run_1/port_trees.png
Scale bar: 50 um.
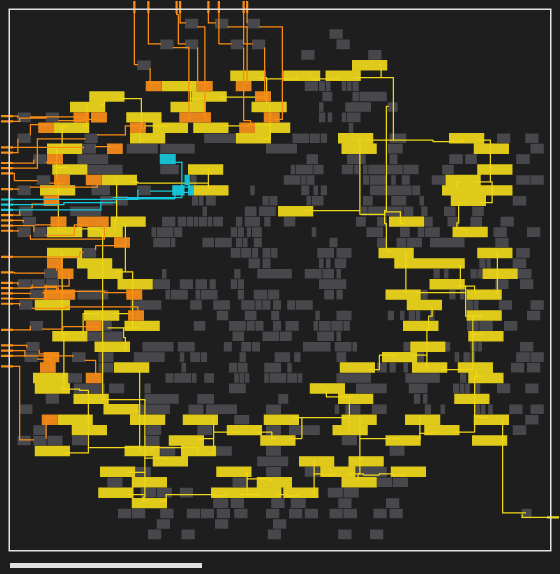
run_1/class_map.png
Fill, decap, tap and diode cells in gray.
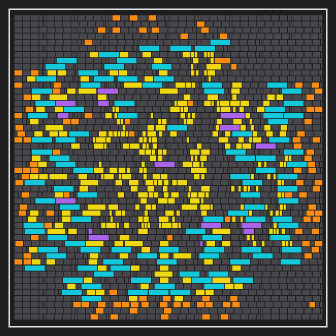
run_1/sizing.png
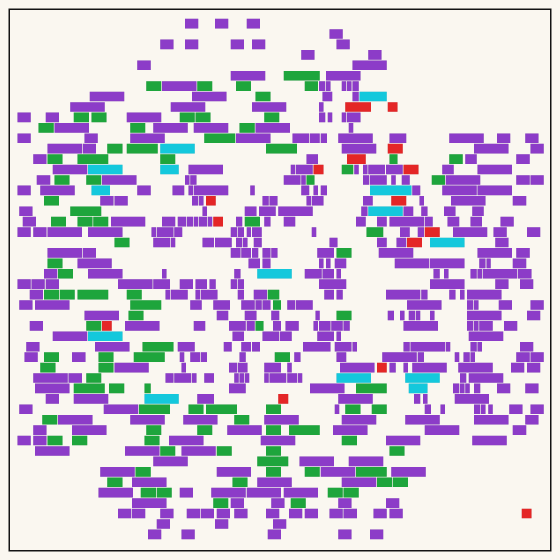
==> src/rtl/alu_pkg.sv <==
// Shared op codes and FSM state encoding for the chunk-serial ALU.
// Optional flags output is enabled in sliced_alu by defining SLICED_ALU_FLAGS_EN.
package alu_pkg;

    localparam logic [2:0] OP_AND = 3'b000;
    localparam logic [2:0] OP_OR  = 3'b001;
    localparam logic [2:0] OP_XOR = 3'b010;
    localparam logic [2:0] OP_NOR = 3'b011;
    localparam logic [2:0] OP_ADD = 3'b100;
    localparam logic [2:0] OP_SUB = 3'b101;

    typedef enum logic [1:0] {
        ST_IDLE = 2'd0,
        ST_RUN  = 2'd1,
        ST_DONE = 2'd2
    } state_t;

    function automatic logic is_arith(input logic [2:0] op_code);
        return (op_code == OP_ADD) || (op_code == OP_SUB);
    endfunction

endpackage

==> src/rtl/chunk_alu.sv <==
// Combinational CHUNK-bit ALU slice; 0 cycles latency, no flow control.
// Reserved op codes produce zero with no carry out.
module chunk_alu
    import alu_pkg::*;
#(
    parameter int CHUNK = 8
) (
    input  logic [2:0]       op,
    input  logic [CHUNK-1:0] a,
    input  logic [CHUNK-1:0] b,
    input  logic             cin,
    output logic [CHUNK-1:0] r,
    output logic             cout,
    output logic             c_msb_in
);

    logic [CHUNK-1:0] w_b_eff;
    logic [CHUNK:0]   w_sum;

    // SUB is x + ~y + 1: the +1 arrives through cin on the first chunk.
    assign w_b_eff = (op == OP_SUB) ? ~b : b;
    assign w_sum   = {1'b0, a} + {1'b0, w_b_eff} + {{CHUNK{1'b0}}, cin};

    always_comb begin
        r        = '0;
        cout     = 1'b0;
        c_msb_in = 1'b0;
        case (op)
            OP_AND: r = a & b;
            OP_OR:  r = a | b;
            OP_XOR: r = a ^ b;
            OP_NOR: r = ~(a | b);
            OP_ADD, OP_SUB: begin
                r        = w_sum[CHUNK-1:0];
                cout     = w_sum[CHUNK];
                // sum bit = a ^ b ^ carry-in, so the carry into the MSB falls out directly
                c_msb_in = a[CHUNK-1] ^ w_b_eff[CHUNK-1] ^ w_sum[CHUNK-1];
            end
            default: r = '0;
        endcase
    end

endmodule

==> src/rtl/sliced_alu.sv <==
// Chunk-serial ALU: WIDTH/CHUNK cycles from accept to out_valid, one op in flight.
// Backpressure: result held in DONE until out_ready; no accept outside IDLE. Flags via SLICED_ALU_FLAGS_EN.
module sliced_alu
    import alu_pkg::*;
#(
    parameter int WIDTH = 32,
    parameter int CHUNK = 8
) (
    input  logic             clk,
    input  logic             rstb,
    input  logic             in_valid,
    output logic             in_ready,
    input  logic [2:0]       op,
    input  logic [WIDTH-1:0] x,
    input  logic [WIDTH-1:0] y,
    output logic             out_valid,
    input  logic             out_ready,
    output logic [WIDTH-1:0] z
`ifdef SLICED_ALU_FLAGS_EN
    ,
    output logic [2:0]       flags
`endif
);

    localparam int NCHUNK = WIDTH / CHUNK;
    localparam int CW     = (NCHUNK > 1) ? $clog2(NCHUNK) : 1;

    state_t           r_state;
    logic             r_in_ready;
    logic             r_out_valid;
    logic [2:0]       r_op;
    logic [WIDTH-1:0] r_x;
    logic [WIDTH-1:0] r_y;
    logic [CW-1:0]    r_cnt;
    logic             r_carry;
    logic [WIDTH-1:0] r_z;

    logic [31:0]      w_base;
    logic             w_last;
    logic [CHUNK-1:0] w_a;
    logic [CHUNK-1:0] w_b;
    logic [CHUNK-1:0] w_r;
    logic             w_cout;
    logic             w_cmsb;
    logic [WIDTH-1:0] w_z_next;

    assign w_base = 32'(r_cnt) * CHUNK;
    assign w_last = (r_cnt == CW'(NCHUNK - 1));
    assign w_a    = r_x[w_base +: CHUNK];
    assign w_b    = r_y[w_base +: CHUNK];

    chunk_alu #(.CHUNK(CHUNK)) u_chunk (
        .op       (r_op),
        .a        (w_a),
        .b        (w_b),
        .cin      (r_carry),
        .r        (w_r),
        .cout     (w_cout),
        .c_msb_in (w_cmsb)
    );

    always_comb begin
        w_z_next                   = r_z;
        w_z_next[w_base +: CHUNK]  = w_r;
    end

`ifdef SLICED_ALU_FLAGS_EN
    logic [2:0] r_flags;

    always_ff @(posedge clk or negedge rstb) begin
        if (!rstb) begin
            r_flags <= '0;
        end else if (r_state == ST_RUN && w_last) begin
            r_flags <= {is_arith(r_op) & (w_cout ^ w_cmsb),
                        is_arith(r_op) & w_cout,
                        (w_z_next == '0)};
        end
    end

    assign flags = r_flags;
`endif

    always_ff @(posedge clk or negedge rstb) begin
        if (!rstb) begin
            r_state     <= ST_IDLE;
            r_in_ready  <= 1'b1;
            r_out_valid <= 1'b0;
            r_op        <= '0;
            r_x         <= '0;
            r_y         <= '0;
            r_cnt       <= '0;
            r_carry     <= 1'b0;
            r_z         <= '0;
        end else begin
            case (r_state)
                ST_IDLE: begin
                    if (in_valid) begin
                        r_op       <= op;
                        r_x        <= x;
                        r_y        <= y;
                        r_cnt      <= '0;
                        r_carry    <= (op == OP_SUB);
                        r_in_ready <= 1'b0;
                        r_state    <= ST_RUN;
                    end
                end
                ST_RUN: begin
                    r_z     <= w_z_next;
                    r_carry <= w_cout;
                    if (w_last) begin
                        r_out_valid <= 1'b1;
                        r_state     <= ST_DONE;
                    end else begin
                        r_cnt <= r_cnt + 1'b1;
                    end
                end
                ST_DONE: begin
                    if (out_ready) begin
                        r_out_valid <= 1'b0;
                        r_in_ready  <= 1'b1;
                        r_state     <= ST_IDLE;
                    end
                end
                default: begin
                    r_in_ready  <= 1'b1;
                    r_out_valid <= 1'b0;
                    r_state     <= ST_IDLE;
                end
            endcase
        end
    end

    assign in_ready  = r_in_ready;
    assign out_valid = r_out_valid;
    assign z         = r_z;

endmodule
==> config.mk <==
export PLATFORM = sky130hd
export DESIGN_NAME = sliced_alu
export DESIGN_NICKNAME = d
export VERILOG_FILES = /design/src/rtl/alu_pkg.sv /design/src/rtl/chunk_alu.sv /design/src/rtl/sliced_alu.sv
export SDC_FILE = /design/constraint.sdc
export NUM_CORES = 1
export LEC_CHECK = 0
export CORE_MARGIN = 1.5
export CORE_UTILIZATION = 29
export DETAILED_ROUTE_END_ITERATION = 8
export PLACE_DENSITY_LB_ADDON = 0.12
export SYNTH_ARGS = -nofsm -noshare
export SYNTH_HDL_FRONTEND = slang
export SYNTH_SLANG_ARGS = --single-unit
==> constraint.sdc <==
create_clock -name clk -period 4.1 [get_ports clk]
set_input_delay 0.615 -clock clk [delete_from_list [all_inputs] [get_ports clk]]
set_output_delay 0.615 -clock clk [all_outputs]
set_load 0.05 [all_outputs]
==> out/results.tsv, run 1 <==
metric	value	unit
number of placed instances with taps included	772	
Seq pwr share	26.7	%
start point of the critical path	r_op[2]	
adder and majority gate portion of the synthesized area	7.08	%
routed length on met3	629	um
cells after synthesis	447	
Filler Cell Count	1789	
Die Span Y	141	um
number of inserted diodes	0	
met2 layer wire length in the routed design	6370	um
post-CTS resize count	0	
violation count after the first detailed-route iteration	128	
period utilization	88.8	%
Post-Synthesis Mean Instance Area	12.3	um^2
endpoint of the worst-slack reg-to-reg timing path	z[30]	
critical path peak fanout	12	
top logic cells by instance count in the layout	sky130_fd_sc_hd__dfrtp_1, sky130_fd_sc_hd__clkdlybuf4s50_1, sky130_fd_sc_hd__mux2_2	
Top FF cell, synth	sky130_fd_sc_hd__dfrtp_1	
Crit. End Element	flip-flop	
Hold Vio Cnt, Final	0	
worst setup path end	z[30]	
Tot Pwr	6950	uW
Longest Clk Path Bufs	2	
clock latency on the worst-skew pair	0.35	ns
Crit Path Category	reg2reg	
DRC viols	0	
grt peak-use layer	met2	
vias per std cell	4.85	
Die X	141	um
CTS tree	built	
dominant combinational cell family by area after synthesis	multiplexers	
critical path launch point type	flip-flop	
outcome	complete, no violations	
vias in the first global route	4027	
CTS root buffer	sky130_fd_sc_hd__clkbuf_16	
Setup Total Neg Slack	0	ns
minimum clock period	3.64	ns
share of the synthesized netlist area taken by xor and xnor gates	1.59	%
number of antenna violations at the first check in global routing	0	
net count entering floorplan	548	
synthesized-area fraction occupied by ao, oa, aoi and oai cells	10.3	%
Synth Seq Share	48.1	%
Post-layout nets	650	
proportion of power drawn by the clock network	12.7	%
-- port_trees.png (at the start) --
- cyan: op (bits 3; direction input; edge west; end cells 4; wire 152 um)
- orange: x (bits 32; direction input; edge 24 west, 8 north; end cells 32; wire 696 um)
- yellow: rstb (bits 1; direction input; edge east; end cells 106; wire 1030 um)
I/O Pins: 105
tally of buffers added on design ports: 104

-- class_map.png (at the start) --
- orange: remaining buffers and delay cells (cells 112; share of their area 16%)
- purple: clock drivers and dummy loads (cells 15; share of their area 4.5%)
- cyan: sequential cells (cells 106; share of their area 39%)
- yellow: remaining logic cells (cells 320; share of their area 40%)
core region area: 18700 um^2
number of core rows: 50
post-layout instance area: 7120 um^2
final design utilization: 38.0%

-- sizing.png (at the start) --
- cyan: x6 and larger (cells 14; share 2.5%)
- red: x3 and x4 (cells 15; share 2.7%)
- purple: x1 and smaller (cells 427; share 77%)
- green: x2 (cells 97; share 18%)
PnR worst setup slack: 0.460 ns
non-clock buffer instance count of the final layout: 112
Area Overhead vs Synth: 29.0%

run 1: layout make-up:
cell class	instances	area (um^2)	area share, %
clock buffers	13	270	3.80
clock inverters	2	35.0	0.492
flip-flops and latches	106	2650	37.3
inverters	24	90.1	1.27
repair buffers	112	1110	15.6
multi-input cells	296	2660	37.4
well taps	234	293	4.11
run 1: power groups by stage:
stage               Clock [uW]  Combinational, uW  Sequential (uW)
finish                     884               4210             1860
global route               955               4650             1930
CTS                        915               4250             1870
detailed placement           0               4230             1890
global placement             0               4160             1880
floorplan                    0               2800             2150
run 1: sequential cells by signal, indices dropped and copies added (netlist names):
register / cells
r_x: 32
r_y: 32
r_cnt: 2
z: 32
r_carry: 1
r_state: 2
in_ready: 1
r_op: 3
out_valid: 1
==> inputs of run 2 (changes only) <==
==> constraint.sdc (replaced) <==
create_clock -name clk -period 3.44 [get_ports clk]
set_input_delay 0.516 -clock clk [delete_from_list [all_inputs] [get_ports clk]]
set_output_delay 0.516 -clock clk [all_outputs]
set_load 0.05 [all_outputs]
run_2/placed.png
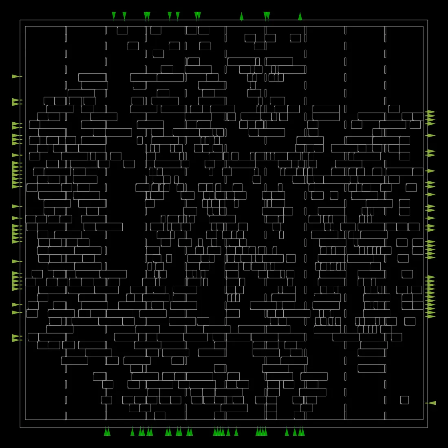
sequential share of cell area: 37.3%
sequential cell count of the final layout: 106
Filler Cell Count: 1821
TAP cells: 234
final design utilization: 38.0%

==> run 2 against run 1 <==
  * Register-to-register slack worse by 0.17 ns
  * Die area stayed put
  * Via count is 1.2% higher
  * Critical path type unchanged
  * Critical endpoint unchanged
==> out/results.tsv, run 2 <==
metric	value	unit	change
Hold Vio Cnt, Final	0		unchanged
post-CTS resize count	0		unchanged
clock latency on the worst-skew pair	0.35	ns	about the same
adder and majority gate portion of the synthesized area	7.08	%	unchanged
violation count after the first detailed-route iteration	224		was 128
outcome	complete, no violations		unchanged
number of inserted diodes	0		unchanged
Crit Path Category	reg2reg		unchanged
period utilization	91.6	%	was 88.8%
number of core rows	50		unchanged
Die Span Y	141	um	unchanged
core region area	18700	um^2	unchanged
synthesized-area fraction occupied by ao, oa, aoi and oai cells	10.3	%	unchanged
post-layout instance area	7120	um^2	about the same
Top FF cell, synth	sky130_fd_sc_hd__dfrtp_1		unchanged
number of placed instances with taps included	776		was 772
CTS root buffer	sky130_fd_sc_hd__clkbuf_16		unchanged
number of antenna violations at the first check in global routing	0		unchanged
I/O Pins	105		unchanged
CTS tree	built		unchanged
run_2/layers.png
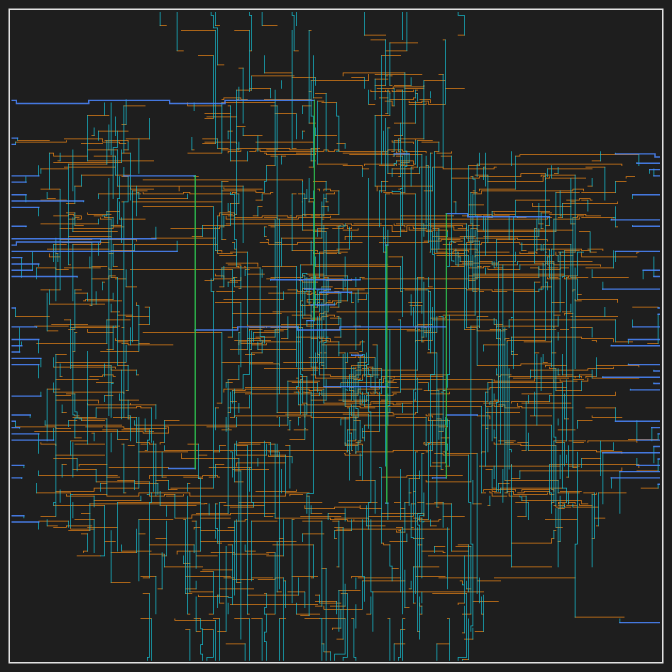
- blue: M3 (wire length 633 um)
- cyan: M2 (wire length 6370 um)
- green: M4 (wire length 224 um)
- orange: M1 (wire length 6100 um)
total routing usage reported by global routing: 14.4%
wire per inst: 16.8 um
total wire length after detailed routing: 13300 um
via count: 3860

==> run 2: cell counts after synthesis <==
Identical to the previous run, type by type.
==> run 2: cell type report <==
class                      count  area (um^2)
clock buffer                  12          256
clock inverter                 4         26.3
fill                        1821        11600
inverter                      24         90.1
multi-input combinational    296         2670
sequential                   106         2650
tap                          234          293
timing repair buffer         116         1130
==> run 2: worst max path at each step <==
stage	from	endpoint	slack (ns)
after CTS	r_cnt[0]	z[30]	0.12
after detailed placement	r_cnt[0]	z[30]	0.14
after global placement	r_cnt[0]	z[30]	0.18
after global routing	r_cnt[0]	z[20]	0.006
final	r_cnt[0]	z[30]	0.29
after floorplan	r_cnt[0]	z[30]	0.35
==> run 2: power breakdown <==
group          switching [uW]  total (uW)  internal (uW)
logic                    2880        5170           2290
clock network             453         983            530
registers                 330        2160           1830
No activity file was given, so power comes from the tool's default toggle rates.
